--- src/rtl/fill_empty_cell_seq.sv ---
// Purpose: spawn one new tile into the first empty board cell found by a wrap-around scan from a random start index.
// Latency: empty cell at scan offset k -> calc_done in cycle k+2 after the start cycle; full board -> cycle N_CELLS+1.
// Backpressure: none; start is accepted only in IDLE, and a start seen while scanning or done is dropped rather than queued.
module fill_empty_cell_seq #(
    parameter int N_CELLS     = 16,
    parameter int CELL_W      = 5,
    parameter int POS_W       = 4,
    parameter int PROB_W      = 6,
    parameter int PROB_THRESH = 6
) (
    input  logic                      clk,
    input  logic                      rst,
    input  logic                      start,
    input  logic [N_CELLS*CELL_W-1:0] cell_all_in,
    input  logic [POS_W-1:0]          random_pos,
    input  logic [PROB_W-1:0]         random_prob,
    output logic [N_CELLS*CELL_W-1:0] cell_all_out,
    output logic [POS_W-1:0]          filled_pos,
    output logic                      full,
    output logic                      busy,
    output logic                      calc_done
);

    localparam int CNT_W = $clog2(N_CELLS + 1);

    typedef enum logic [1:0] {
        IDLE = 2'd0,
        SCAN = 2'd1,
        DONE = 2'd2
    } state_t;

    state_t                      state;
    logic [N_CELLS*CELL_W-1:0]   snap;
    logic [PROB_W-1:0]           prob_q;
    logic [POS_W-1:0]            idx;
    logic [CNT_W-1:0]            count;

    logic [CELL_W-1:0]           cur_cell;
    logic [CELL_W-1:0]           tile;
    logic [N_CELLS*CELL_W-1:0]   filled_board;

    // Current scan cell, the tile to spawn, and the snapshot with that tile dropped into idx.
    always_comb begin
        cur_cell     = snap[idx*CELL_W +: CELL_W];
        tile         = (int'(prob_q) < PROB_THRESH) ? CELL_W'(2) : CELL_W'(1);
        filled_board = snap;
        filled_board[idx*CELL_W +: CELL_W] = tile;
    end

    // Control FSM with all outputs registered; results only change on the transition into DONE.
    always_ff @(posedge clk) begin
        if (rst) begin
            state        <= IDLE;
            snap         <= '0;
            prob_q       <= '0;
            idx          <= '0;
            count        <= '0;
            cell_all_out <= '0;
            filled_pos   <= '0;
            full         <= 1'b0;
            busy         <= 1'b0;
            calc_done    <= 1'b0;
        end else begin
            calc_done <= 1'b0;
            case (state)
                IDLE: begin
                    if (start) begin
                        snap   <= cell_all_in;
                        prob_q <= random_prob;
                        idx    <= POS_W'(int'(random_pos) % N_CELLS);
                        count  <= '0;
                        busy   <= 1'b1;
                        state  <= SCAN;
                    end
                end
                SCAN: begin
                    if (cur_cell == '0) begin
                        cell_all_out <= filled_board;
                        filled_pos   <= idx;
                        full         <= 1'b0;
                        busy         <= 1'b0;
                        calc_done    <= 1'b1;
                        state        <= DONE;
                    end else if (count == CNT_W'(N_CELLS - 1)) begin
                        // Every cell has now been seen occupied: report full, board unchanged.
                        cell_all_out <= snap;
                        filled_pos   <= '0;
                        full         <= 1'b1;
                        busy         <= 1'b0;
                        calc_done    <= 1'b1;
                        state        <= DONE;
                    end else begin
                        idx   <= (idx == POS_W'(N_CELLS - 1)) ? '0 : idx + 1'b1;
                        count <= count + 1'b1;
                    end
                end
                DONE: begin
                    state <= IDLE;
                end
                default: begin
                    state <= IDLE;
                end
            endcase
        end
    end

endmodule

--- config.mk ---
export PLATFORM = sky130hd
export DESIGN_NAME = fill_empty_cell_seq
export DESIGN_NICKNAME = d
export VERILOG_FILES = /design/src/rtl/fill_empty_cell_seq.sv
export SDC_FILE = /design/constraint.sdc
export NUM_CORES = 1
export LEC_CHECK = 0
export CAP_MARGIN = 20
export CELL_PAD_IN_SITES_DETAIL_PLACEMENT = 0
export CELL_PAD_IN_SITES_GLOBAL_PLACEMENT = 2
export CORE_ASPECT_RATIO = 1.5
export CORE_MARGIN = 2
export CORE_UTILIZATION = 29
export DETAILED_ROUTE_END_ITERATION = 8
export PLACE_DENSITY_LB_ADDON = 0.1
export SLEW_MARGIN = 20
export SYNTH_ARGS = -nofsm -noshare
export SYNTH_HDL_FRONTEND = slang
export SYNTH_SLANG_ARGS = --single-unit
--- constraint.sdc ---
create_clock -name clk -period 2.95 [get_ports clk]
set_input_delay 0.59 -clock clk [delete_from_list [all_inputs] [get_ports clk]]
set_output_delay 0.59 -clock clk [all_outputs]
set_load 0.05 [all_outputs]
==> results.cfg, run 1 <==
; flow metrics
[grt]
use_met1_pct = 24.49
grt_first_pass_wirelength_mm = 42.30
grt_max_degree = 60
grt_util_all_layers_pct = 19.94
grt_overflow_total = 0
antenna_found_initial = 0
busiest_layer = met2
grt_pass1_vias = 7347

[synth]
ys_top_cells_by_area = dfxtp_1, nand2_1, a21oi_1, nand3_1, clkbuf_1
ys_sh_xor_pct = 0.3379
synth_chip_area_mm2 = 0.007775
synthCells = 966
synthArstFlopShare_pct = 0
syn_area_mm2 = 0.007775
ys_sh_simple_pct = 25.73
top_cell_area_share_pct = 47.12
fa_ha_area_share_pct = 1.126
ys_seq_elements = 183
common_cells = nand2_1, dfxtp_1, a21oi_1
synth-main-ff-cell = dfxtp_1
yosysCellCount = 966
top_area_cell = dfxtp_1
synthMuxAreaShare_pct = 1.545
synth_cell_type_count = 61
topCombFamilyByArea = simple AND/OR/NAND/NOR gates
yosysMostFrequentCell = nand2_1
synthAoiAreaFrac_pct = 19.30

[power]
p_comb_uw = 2210
internal-power_uw = 4685
maxPowerGroup = sequential cells
switching_share_pct = 35.67
p_total_uw = 7283
vdd_drop_max_uv = 438.8
seq_power_share_pct = 38.7
p_leak_uw = 0.003826

[setup_path]
endpoint = cell_all_out[23]$_SDFFE_PP0P_
worstReg2RegEnd = cell_all_out[23]$_SDFFE_PP0P_
crit_path_start_kind = register
r2r_setup_slack_ps = 170
r2r-start = snap[75]$_SDFFE_PP0P_
cpMaxStageDelayCell = or4_1
required_ps = 3320
crit_chain = or4_1 -> or3_1 -> a311oi_4 -> or4_4 -> and3_4 -> buf_12 -> buf_4 -> nand3_1 -> a21oi_1
cp_max_fo = 16
arrival_ps = 3150
crit_type = reg -> reg
startpoint = snap[75]$_SDFFE_PP0P_
cp.buffers_inverters = 2
slowest_delay_ps = 540

[final_layout]
mostFrequentLayoutCell = nand2_1
seq_cells = 183
dominant_cells = logic gates
fin_cells = 1493
logic_area_mm2 = 0.003777
final_cell_mix = nand2_1, dfxtp_1, clkdlybuf4s50_1
buf_share_pct = 20.91
syn2layout_area_growth_pct = 37.77
diodes = 0
signal_buffers = 230
seq_area_share_pct = 34.20
n_fill_cell = 2761
multi_input_comb_cells = 700
fin_area_mm2 = 0.01071
fin_util_pct = 40.58
nNonClkInverters = 11
reg.largest.list = cell_all_out: 80 flops, snap: 80 flops
clkbuf_count = 21

[cts]
clkTransAtPathRegs_ps = 70
root_buffer = clkbuf_16
cts-resized-gates = 0
ctsHtreeMaxLevel = 4
clockBufferDepth = 2
cts_sinks = 183
post-cts-setup-buffers = 0
clkLatencyLatePin_ps = 450
cts-hold-fix-buffers = 0
cts_buffers = 17

[worst_hold_path]
min_to = cell_all_out[23]$_SDFFE_PP0P_
hp-class = reg -> reg
hp-start = cell_all_out[23]$_SDFFE_PP0P_
min_path_cells = 2

[placed_design]
portBuffers = 178
gp_routability_congestion = 0.8615
dpl-instance-area_mm2 = 0.01010
hpwl_mm = 19.90
dp_worst_setup_slack_ps = 108.0
dp_cells = 1461

[routing]
ant_nets = 0
routedWlPerCell_um = 18.45
avgViaCountPerCell = 5.021
vias = 7497
wl_met3_mm = 1.059
wl_met2_mm = 14.29
first_pass_iters = 5
first_iter_violations = 356
wl_mm = 27.55

[floorplan]
rows = 73
fp.coreArea_mm2 = 0.02640
die_h_um = 204.5
die_w_um = 137.7
io_pins = 180
nWellTaps = 337

[sta]
fin_crit_sh_pct = 94.18
setup_viol = 0
final_max_slew_viol_count = 0
min_period_ps = 2778
clock.fmax_mhz = 359.9
setup_tns_ps = 0
clock_skew_ps = 11.58
slew_headroom_pct = 55.95
max_slew.worst_pin.slew_ps = 660.8

[outcome]
status = finished clean

[run]
maxCapViolations = 0
==> run_1/cell_density.png <==
Bar = 50 um. The die is cut into 14 by 20 equal tiles; black is low, pale yellow is high, 0 to 100% covered.
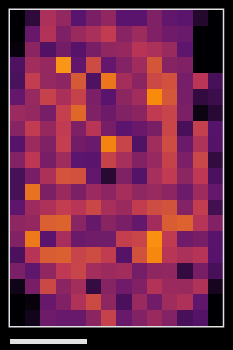
mean over tiles = 37%
fullest tile = 77%
nearly empty tiles = 5.4%
tiles over 75% full = 0.70%

==> run_1/io_fan.png <==
Bar = 50 um.
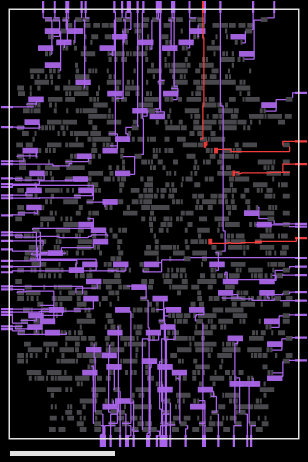
red -> `random_pos`  # bits 4, direction input, edge 3 right, 1 top, end cells 4, buffers 4, wire 201 um
purple -> `cell_all_out`  # bits 80, direction output, edge 24 left, 23 bottom, 22 top, 11 right, end cells 80, buffers 80, wire 3260 um

==> run_1/power_grid.png <==
Bar = 50 um. Pins as bars on the die edge.
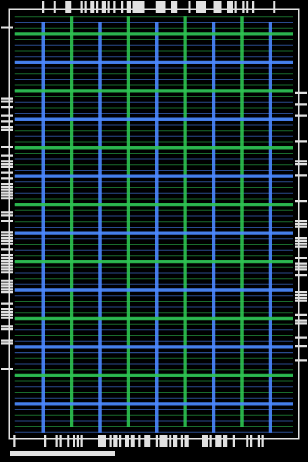
green -> VDD
blue -> VSS
rows = 73
met1 rails = 74

==> run_1/congestion.png <==
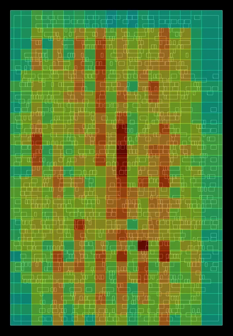

--- run 2 (diff from run 1) ---
--- a/config.mk
+++ b/config.mk
@@ -10,8 +10,9 @@
 export CELL_PAD_IN_SITES_GLOBAL_PLACEMENT = 2
 export CORE_ASPECT_RATIO = 1.5
 export CORE_MARGIN = 2
-export CORE_UTILIZATION = 29
+export CORE_UTILIZATION = 36
 export DETAILED_ROUTE_END_ITERATION = 8
+export DONT_BUFFER_PORTS = 1
 export PLACE_DENSITY_LB_ADDON = 0.1
 export SLEW_MARGIN = 20
 export SYNTH_ARGS = -nofsm -noshare
==> run_2/congestion.png <==
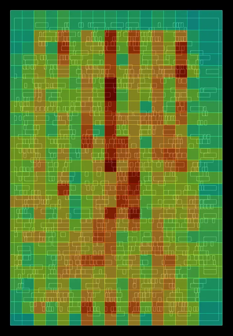
GRT Max-Usage Layer: met2
drt wl/cell: 19.91 um
fin util: 42.06%

==> run 2 against run 1 <==
Against the previous run:
- sequential power increased by 11%
- setup slack got worse by 39 ps
- combinational power decreased by 27%
- sequential share of layout area increased by 7.0 points
- cell count decreased by 16%
- sequential cell count unchanged
- largest cell class unchanged
- largest power group unchanged
==> results.cfg, run 2 <==
; flow metrics
[outcome]
status = finished clean

[synth]
synthAoiAreaFrac_pct = 19.30
common_cells = nand2_1, dfxtp_1, a21oi_1
top_cell_area_share_pct = 47.12
fa_ha_area_share_pct = 1.126
syn_area_mm2 = 0.007775
ys_sh_simple_pct = 25.73
yosysMostFrequentCell = nand2_1
synthArstFlopShare_pct = 0
ys_top_cells_by_area = dfxtp_1, nand2_1, a21oi_1, nand3_1, clkbuf_1
ys_seq_elements = 183
ys_sh_xor_pct = 0.3379
top_area_cell = dfxtp_1
edf_count = 0
synth-main-ff-cell = dfxtp_1
topCombFamilyByArea = simple AND/OR/NAND/NOR gates
synthMuxAreaShare_pct = 1.545
synth_chip_area_mm2 = 0.007775
yosysCellCount = 966
synthCells = 966
synth_cell_type_count = 61

[final_layout]
syn2layout_area_growth_pct = 14.39
mostFrequentLayoutCell = nand2_1
diodes = 0
buf_share_pct = 5.473
reg.largest.list = cell_all_out: 80 flops, snap: 80 flops
signal_buffers = 55
dominant_cells = logic gates
clkbuf_count = 18
logic_area_mm2 = 0.003801
seq_area_share_pct = 41.19
nNonClkInverters = 11
multi_input_comb_cells = 700
n_fill_cell = 2243
seq_cells = 183
fin_cells = 1249
fin_area_mm2 = 0.008894
final_cell_mix = nand2_1, dfxtp_1, a21oi_1

[worst_hold_path]
hp-class = in -> reg
min_path_cells = 1
hp-start = rst
min_to = snap[38]$_SDFFE_PP0P_

[setup_path]
crit_cells = 9
arrival_ps = 3170
endpoint = count[3]$_SDFFE_PP0P_
cp_max_fo = 16
cp.buffers_inverters = 2
cpMaxStageDelayCell = or4_4
slowest_delay_ps = 540
crit_chain = buf_4 -> buf_6 -> nor4b_1 -> a221oi_1 -> a311oi_2 -> or4_4 -> and2_1 -> or4_1 -> a31oi_1
required_ps = 3310
r2r_setup_slack_ps = 130
startpoint = idx[0]$_SDFFE_PP0P_
r2r-start = idx[0]$_SDFFE_PP0P_
crit_type = reg -> reg
crit_path_start_kind = register
worstReg2RegEnd = count[3]$_SDFFE_PP0P_

[floorplan]
chip_area_mm2 = 0.02281
io_pins = 180
rows = 65
die_w_um = 124.0
nWellTaps = 268
die_h_um = 184.0

[grt]
grt_pass1_vias = 6722
use_met1_pct = 26.26
antenna_found_initial = 0
grt_overflow_total = 0
grt_util_all_layers_pct = 21.95
grt_first_pass_wirelength_mm = 37.86
grt_max_degree = 156

[cts]
ctsHtreeMaxLevel = 4
post-cts-setup-buffers = 0
cts-resized-gates = 5
clkLatencyLatePin_ps = 440
cts_sinks = 183
root_buffer = clkbuf_16
cts_buffers = 17
cts-hold-fix-buffers = 0
clkTransAtPathRegs_ps = 70
clockBufferDepth = 2

[routing]
vias = 6927
wl_met2_mm = 12.72
ant_nets = 0
wl_met3_mm = 1.433
wl_mm = 24.87
first_iter_violations = 438
first_pass_iters = 5

[placed_design]
gp_routability_congestion = 0.8054
dpl-instance-area_mm2 = 0.008253
dp_cells = 1216
portBuffers = 0
dp_worst_setup_slack_ps = -81.33
hpwl_mm = 17.82

[sta]
slew_headroom_pct = 55.54
setup_tns_ps = 0
min_period_ps = 2817
clock.fmax_mhz = 354.9
setup_viol = 0
clock_skew_ps = 9.266
max_slew.worst_pin.slew_ps = 666.0
final_max_slew_viol_count = 0

[power]
maxPowerGroup = sequential cells
p_comb_uw = 1610
switching_share_pct = 36.08
p_total_uw = 6964
seq_power_share_pct = 45.0
internal-power_uw = 4452
vdd_drop_max_uv = 433.6
p_leak_uw = 0.003197

[run]
openroad.warnings = 33
maxCapViolations = 0
==> run_2/cell_density.png <==
Bar = 20 um. The die is cut into 12 by 18 equal tiles; black is low, pale yellow is high, 0 to 100% covered.
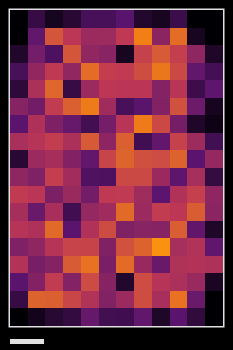
tiles over 75% full = 0.50%
nearly empty tiles = 3.7%
fullest tile = 76%
mean over tiles = 38%
Floorplan Utilization: 36.77%
core area: 0.02115 mm^2

==> run_2/power_grid.png <==
Bar = 20 um. Pins as bars on the die edge.
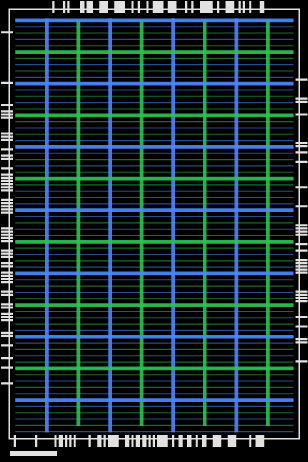

--- run 3 (diff from run 2) ---
--- a/config.mk
+++ b/config.mk
@@ -14,6 +14,7 @@
 export DETAILED_ROUTE_END_ITERATION = 8
 export DONT_BUFFER_PORTS = 1
 export PLACE_DENSITY_LB_ADDON = 0.1
+export REMOVE_ABC_BUFFERS = 1
 export SLEW_MARGIN = 20
 export SYNTH_ARGS = -nofsm -noshare
 export SYNTH_HDL_FRONTEND = slang
==> run_3/power_grid.png <==
Bar = 20 um. Pins as bars on the die edge.
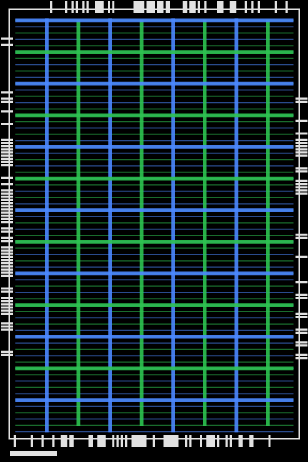
green -> VDD
blue -> VSS
rows = 65
met4 straps = 8
signal pins = 180

==> run 3 against run 2 <==
Against the previous run:
- first-iteration DRC count decreased by 9.6%
- fmax up 2.9%
- critical path depth decreased by 1
- cell count is 0.48% lower
- core utilization down 0.48 points
- sequential power about the same
==> results.cfg, run 3 <==
; flow metrics
[setup_path]
crit_chain = buf_4 -> nor2_1 -> a221oi_1 -> a211oi_1 -> or4_4 -> a21oi_1 -> nor3_1 -> a311oi_1
r2r_setup_slack_ps = 210
cp.buffers_inverters = 1
endpoint = idx[1]$_SDFFE_PP0P_
cpMaxStageDelayCell = or4_4
cp_max_fo = 17
startpoint = idx[1]$_SDFFE_PP0P_
crit_type = reg -> reg
worstReg2RegEnd = idx[1]$_SDFFE_PP0P_
required_ps = 3230
slowest_delay_ps = 480
arrival_ps = 3020
crit_path_start_kind = register

[final_layout]
logic_area_mm2 = 0.003759
nNonClkInverters = 11
fin_cells = 1243
buf_share_pct = 4.611
dominant_cells = logic gates
multi_input_comb_cells = 700
reg.largest.list = cell_all_out: 80 flops, snap: 80 flops
n_fill_cell = 2203
syn2layout_area_growth_pct = 13.08
fin_util_pct = 41.58
signal_buffers = 49
mostFrequentLayoutCell = nand2_1

[power]
p_total_uw = 7018
seq_power_share_pct = 44.5
internal-power_uw = 4560
p_comb_uw = 1590
switching_share_pct = 35.03
vdd_drop_max_uv = 451.7
p_leak_uw = 0.003158

[floorplan]
io_pins = 180
die_h_um = 184.0
die_w_um = 124.0
rows = 65
nWellTaps = 268
chip_area_mm2 = 0.02281

[synth]
synthArstFlopShare_pct = 0
synth-main-ff-cell = dfxtp_1
synth_chip_area_mm2 = 0.007775
syn_area_mm2 = 0.007775
ys_sh_simple_pct = 25.73
top_area_cell = dfxtp_1
yosysMostFrequentCell = nand2_1
topCombFamilyByArea = simple AND/OR/NAND/NOR gates
synth_cell_type_count = 61
top_cell_area_share_pct = 47.12
synthMuxAreaShare_pct = 1.545
synthCells = 966

[routing]
wl_met2_mm = 12.57
first_iter_violations = 396
routedWlPerCell_um = 19.92
wl_met3_mm = 1.630
ant_nets = 0
first_pass_iters = 5

[outcome]
status = finished clean

[placed_design]
hpwl_mm = 17.32
dp_cells = 1211
dpl-instance-area_mm2 = 0.008204
portBuffers = 0

[grt]
use_met1_pct = 26.66
grt_pass1_vias = 6742
grt_max_degree = 156
busiest_layer = met2
grt_util_all_layers_pct = 22.20
grt_overflow_total = 0
antenna_found_initial = 0

[cts]
cts_buffers = 17
clkLatencyLatePin_ps = 440
cts-resized-gates = 0
post-cts-setup-buffers = 0
ctsHtreeMaxLevel = 4
root_buffer = clkbuf_16
cts_sinks = 183
cts-hold-fix-buffers = 0

[sta]
min_period_ps = 2738
setup_tns_ps = 0
slew_headroom_pct = 56.83
setup_viol = 0
final_max_slew_viol_count = 0
clock_skew_ps = 6.582

[worst_hold_path]
min_path_cells = 1
hp-class = in -> reg
min_to = cell_all_out[12]$_SDFFE_PP0P_

[run]
openroad.warnings = 32
==> run_3/placement_by_type.png <==
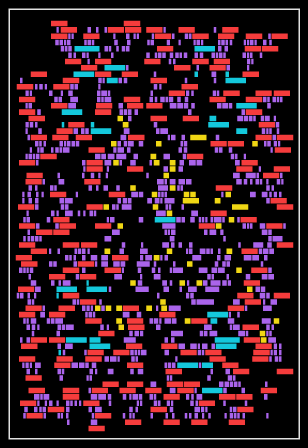
purple -> combinational and other logic  # cells 711, share of their area 45%
yellow -> other buffers and delay cells  # cells 49, share of their area 4.8%
cyan -> clock drivers and dummy loads  # cells 32, share of their area 7.0%
red -> flops  # cells 183, share of their area 43%
sequential cell area share: 41.67%
Final Cell Area: 0.008792 mm^2

Power is estimated from default activity; no workload was simulated.
